### Routing congestion map

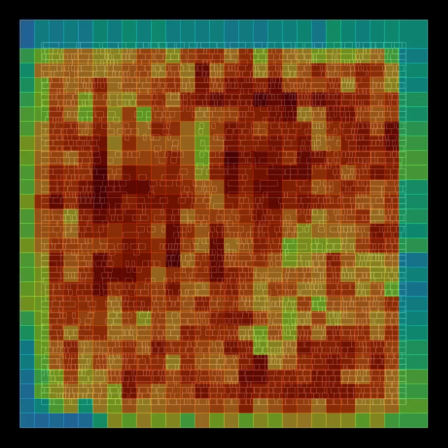
### Placed cells, one color a class

Bar = 50 um.
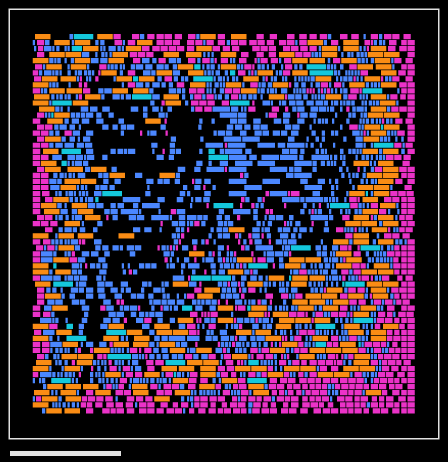
**src/rtl/lsu_pkg.sv**
```systemverilog
// Shared types and FUNCT3 encodings for the load/store unit.
package lsu_pkg;

    typedef enum logic [2:0] {
        S_IDLE,
        S_RD_WAIT,
        S_CAPTURE,
        S_MERGE,
        S_WRITE,
        S_RESP
    } lsu_state_t;

    localparam logic [2:0] F3_LB  = 3'b000;
    localparam logic [2:0] F3_LH  = 3'b001;
    localparam logic [2:0] F3_LW  = 3'b010;
    localparam logic [2:0] F3_LD  = 3'b011;
    localparam logic [2:0] F3_LBU = 3'b100;
    localparam logic [2:0] F3_LHU = 3'b101;
    localparam logic [2:0] F3_LWU = 3'b110;

    localparam logic [2:0] F3_SB  = 3'b000;
    localparam logic [2:0] F3_SH  = 3'b001;
    localparam logic [2:0] F3_SW  = 3'b010;
    localparam logic [2:0] F3_SD  = 3'b011;

    // Access size in bytes; the low two FUNCT3 bits encode log2(size) for loads and stores alike.
    function automatic logic [3:0] size_bytes(input logic [2:0] funct3);
        return 4'd1 << funct3[1:0];
    endfunction

endpackage

```
**src/rtl/load_store_unit_load_extract.sv**
```systemverilog
// Combinational load lane select and sign/zero extension.
// Zero latency; no flow control.
module load_extract
    import lsu_pkg::*;
(
    input  logic [63:0] data_i,
    input  logic [2:0]  off_i,
    input  logic [2:0]  funct3_i,
    output logic [63:0] data_o
);

    logic [63:0] lane;

    assign lane = data_i >> {off_i, 3'b000};

    always_comb begin
        data_o = lane;
        case (funct3_i)
            F3_LB:   data_o = {{56{lane[7]}},  lane[7:0]};
            F3_LH:   data_o = {{48{lane[15]}}, lane[15:0]};
            F3_LW:   data_o = {{32{lane[31]}}, lane[31:0]};
            F3_LBU:  data_o = {56'd0, lane[7:0]};
            F3_LHU:  data_o = {48'd0, lane[15:0]};
            F3_LWU:  data_o = {32'd0, lane[31:0]};
            default: data_o = lane;
        endcase
    end

endmodule

```
**src/rtl/load_store_unit.sv**
```systemverilog
// RV64 data-memory access stage: loads with extension, sub-doubleword stores by read-modify-write.
// Latency: load LAT+2, partial store LAT+3, sd 2, fault 1 cycle(s); START ignored while BUSY.
module load_store_unit
    import lsu_pkg::*;
#(
    parameter int MEM_RD_LAT = 1,
    parameter int ADDR_W     = 64
) (
    input  logic              clk_i,
    input  logic              reset_i,
    input  logic              start_i,
    input  logic              is_store_i,
    input  logic [2:0]        funct3_i,
    input  logic [ADDR_W-1:0] addr_i,
    input  logic [63:0]       store_data_i,
    output logic              busy_o,
    output logic              done_o,
    output logic              fault_o,
    output logic [63:0]       load_data_o,
    output logic [ADDR_W-1:0] mem_raddr_o,
    output logic [ADDR_W-1:0] mem_waddr_o,
    output logic [63:0]       mem_datain_o,
    input  logic [63:0]       mem_dataout_i,
    output logic              mem_wr_o
);

    localparam int CNT_W = (MEM_RD_LAT > 1) ? $clog2(MEM_RD_LAT) : 1;

    lsu_state_t        state_q, state_d;
    logic [CNT_W-1:0]  cnt_q, cnt_d;
    logic [ADDR_W-1:0] addr_q;
    logic [2:0]        funct3_q;
    logic              is_store_q;
    logic [63:0]       store_q;
    logic              fault_q;
    logic [63:0]       load_data_q;
    logic [63:0]       wdata_q;

    logic [3:0]        req_size;
    logic              req_illegal;
    logic              req_misal;
    logic              req_fault;
    logic              req_sd;
    logic              accept;
    logic [63:0]       ext_data;
    logic [63:0]       lane_mask;
    logic [63:0]       merged;

    // Request decode is done on the live inputs because the IDLE branch must already pick the next state.
    assign req_size    = size_bytes(funct3_i);
    assign req_illegal = is_store_i ? funct3_i[2] : (funct3_i == 3'b111);
    assign req_misal   = (addr_i[2:0] & (req_size[2:0] - 3'd1)) != 3'd0;
    assign req_fault   = req_illegal | req_misal;
    assign req_sd      = is_store_i & (funct3_i == F3_SD);
    assign accept      = (state_q == S_IDLE) & start_i;

    load_extract u_load_extract (
        .data_i   (mem_dataout_i),
        .off_i    (addr_q[2:0]),
        .funct3_i (funct3_q),
        .data_o   (ext_data)
    );

    always_comb begin
        lane_mask = '1;
        case (funct3_q[1:0])
            2'd0:    lane_mask = 64'h0000_0000_0000_00FF;
            2'd1:    lane_mask = 64'h0000_0000_0000_FFFF;
            2'd2:    lane_mask = 64'h0000_0000_FFFF_FFFF;
            default: lane_mask = '1;
        endcase
        lane_mask = lane_mask << {addr_q[2:0], 3'b000};
        merged    = (mem_dataout_i & ~lane_mask)
                  | ((store_q << {addr_q[2:0], 3'b000}) & lane_mask);
    end

    always_comb begin
        state_d = state_q;
        cnt_d   = cnt_q;
        case (state_q)
            S_IDLE: begin
                if (start_i) begin
                    if (req_fault) begin
                        state_d = S_RESP;
                    end else if (req_sd) begin
                        state_d = S_WRITE;
                    end else begin
                        state_d = S_RD_WAIT;
                        cnt_d   = CNT_W'(MEM_RD_LAT - 1);
                    end
                end
            end
            S_RD_WAIT: begin
                if (cnt_q == '0) begin
                    state_d = is_store_q ? S_MERGE : S_CAPTURE;
                end else begin
                    cnt_d = cnt_q - 1'b1;
                end
            end
            S_CAPTURE: state_d = S_RESP;
            S_MERGE:   state_d = S_WRITE;
            S_WRITE:   state_d = S_RESP;
            S_RESP:    state_d = S_IDLE;
            default:   state_d = S_IDLE;
        endcase
    end

    always_ff @(posedge clk_i) begin
        if (reset_i) begin
            state_q     <= S_IDLE;
            cnt_q       <= '0;
            addr_q      <= '0;
            funct3_q    <= '0;
            is_store_q  <= 1'b0;
            store_q     <= '0;
            fault_q     <= 1'b0;
            load_data_q <= '0;
            wdata_q     <= '0;
        end else begin
            state_q <= state_d;
            cnt_q   <= cnt_d;
            if (accept) begin
                addr_q     <= addr_i;
                funct3_q   <= funct3_i;
                is_store_q <= is_store_i;
                store_q    <= store_data_i;
                fault_q    <= req_fault;
                if (req_sd && !req_fault) begin
                    wdata_q <= store_data_i;
                end
            end
            if (state_q == S_CAPTURE) begin
                load_data_q <= ext_data;
            end
            if (state_q == S_MERGE) begin
                wdata_q <= merged;
            end
        end
    end

    assign busy_o       = (state_q != S_IDLE);
    assign done_o       = (state_q == S_RESP);
    assign fault_o      = (state_q == S_RESP) & fault_q;
    assign mem_wr_o     = (state_q == S_WRITE);
    assign load_data_o  = load_data_q;
    assign mem_raddr_o  = {addr_q[ADDR_W-1:3], 3'b000};
    assign mem_waddr_o  = {addr_q[ADDR_W-1:3], 3'b000};
    assign mem_datain_o = wdata_q;

endmodule
```
**config.mk**
```make
export PLATFORM = sky130hd
export DESIGN_NAME = load_store_unit
export DESIGN_NICKNAME = d
export VERILOG_FILES = /design/src/rtl/lsu_pkg.sv /design/src/rtl/load_store_unit_load_extract.sv /design/src/rtl/load_store_unit.sv
export SDC_FILE = /design/constraint.sdc
export NUM_CORES = 1
export LEC_CHECK = 0
export CORE_MARGIN = 10
export CORE_UTILIZATION = 52
export CTS_CLUSTER_SIZE = 24
export DETAILED_ROUTE_END_ITERATION = 8
export GPL_TIMING_DRIVEN = 0
export HOLD_SLACK_MARGIN = 0.15
export PLACE_DENSITY = 0.94
export SLEW_MARGIN = 20
export SYNTH_ARGS = -nofsm -noshare
export SYNTH_HDL_FRONTEND = slang
export SYNTH_HIERARCHICAL = 1
export SYNTH_SLANG_ARGS = --single-unit
```
**constraint.sdc**
```tcl
create_clock -name clk_i -period 3.45 [get_ports clk_i]
set_input_delay 1.035 -clock clk_i [delete_from_list [all_inputs] [get_ports clk_i]]
set_output_delay 1.035 -clock clk_i [all_outputs]
set_load 0.01 [all_outputs]
```
==> notes.md <==
impl run done, here's what came out: tally of non-filler cells in the final layout approximately 2800, # fillers around 2200, die width between 150 and 200 um, Synth top area share 0.340, combinational share of cell area 0.396, ys cells 1932, first-pass GRT wire length 117000 um, met2 WL post-DR approximately 38000 um, top-count cell post-synth nand2_1, Main synth FF type dfxtp_1, largest net degree at the start of global routing 15, Slowest-stage cell, CP clkbuf_1, CP arrival 3.89 ns, Fmax 292 MHz, # Post-CTS Setup Buffers 0, Yosys reg bits 264, Max Cap Viol 0, clock skew 0.0274 ns, hold bufs inserted after CTS 0, Clk power 3.00 mW, worst hold margin 0.461 ns, CP max stage delay roughly 0.74 ns, Clock power frac 0.289, vias per std cell 6.39, Crit. Startpoint start_i, Post-Syn Instances around 1900, CTS H-tree depth 1, FP Core Util 0.526, P&R area growth vs syn 38.1%, Cell Area, Synth 15500 sq um, Multiplexer share 0.148, DR WL met3 about 10000 um, clock root cell clkbuf_16, yosys simple share 0.215, critical path class in2reg, Synth Area in Adders 0.000644, Buf/Inv on CP 5, worst r2r src addr_q[1], cts bufs inserted 27, combinational gate area 8510 sq um, P_int 6.64 mW, Worst Hold End load_data_o[61], aggregate global routing overflow 0, Relative slew margins 0.199, P_comb about 3.7 mW, yosys xor share 0, Final Setup Violations 0, Top cells by area dfxtp_1 34%, nand2_1 12%, mux2i_1 9.3%, length of the first detailed-routing pass in iterations 6, Synth Area per Inst 8.04 sq um, outcome finished clean, critical path endpoint category register, Critical Path Sink addr_q[0], minimum clock period 3.42 ns, seq pwr 3.65 mW, total power 10.4 mW, vias in the first global route approximately 18000, registers roughly 260, delay-heaviest family, CP buffers and inverters, drt first-iter violations approximately 2700, # DRC 0, WP data required just under 4 ns, yosys aoi share 0.183, NonClk Buf Share 0.291, layout cells sized above 1 0.123, clock-pin slew on the worst setup and hold paths 0.07 ns, period utilization 0.991, RSZ-0062 raised after global routing no, DR vias about 18000, design area 21500 sq um, DP HPWL about 65000 um, Top Layout Cells 488 x nand2_1, 451 x clkdlybuf4s50_1, 264 x dfxtp_1, Layout clock area frac 0.0410, PortBufs 451, switch share 0.361, inverter count 8, initial antenna violation count 6, worst-path fanout max 10, post-synth cell types just over 70, diode count 7, placed cell count around 2800, Startpoint Class input port, PD cells 484 nW/um^2, Final Hold Viols 0, Worst Hold Launch load_data_o[61], YS chip area 15500 sq um, sequential power share 0.351, count of tool warnings 26, Reg-to-Reg End mem_datain_o[28], sw power 3.75 mW, critical-path cell list clkdlybuf4s50_1, or4b_1, buf_2, clkbuf_1, clkbuf_1, buf_2, nand2_1, a21oi_1, Comb pwr share 0.360, register area share after synthesis 0.340, sequential share of cell area 0.246, Tapcell Cnt 390, clock buffer count 38, largest class logic gates, leakage power 7.84 nW, CTS max path bufs 3, most frequent cells after synthesis 488 x nand2_1, 264 x dfxtp_1, 208 x a21oi_1, 144 x mux2i_1, 131 x buf_4, Final Core Density 0.726, flop2flop setup slack 0.47 ns, routed wire length 82300 um, chip area 37200 sq um, WP depth 8, ys async rst share 0, die height 193 um, num rows 63, TritonCTS clock tree done, dominant cell type by area after synthesis dfxtp_1, Setup WS post-layout roughly 0.03 ns, type of the most critical hold path reg2reg, Yosys warnings 6, most instantiated logic cell after routing nand2_1, Worst Reg2Reg Path Length in Cells 6, Worst IR Drop VDD 0.000420 V, Top logic family simple AND/OR/NAND/NOR gates, dpl ws -0.299 ns, setup tns final 0 ns, DRT met1 WL 27300 um, buffers outside the clock class 750, Reg area roughly 5300 sq um, total clock sinks 264
Back to the opening pictures, 'Routing congestion map':
drt wl/cell: 29.0 um
All-Layer GR Usage: 0.423
met3 Usage GRT: 0.112
global routing's busiest layer: met2
met1 Usage GRT: 0.466

Back to the opening pictures, 'Placed cells, one color a class':
Key: remaining buffers and delay cells = magenta [cells 750, share of their area 30%]; registers = orange [cells 264, share of their area 25%]; clock drivers and dummy loads = cyan [cells 49, share of their area 4.2%]; remaining logic cells = blue [cells 1374, share of their area 41%]

Power and IR drop assume default switching activity.
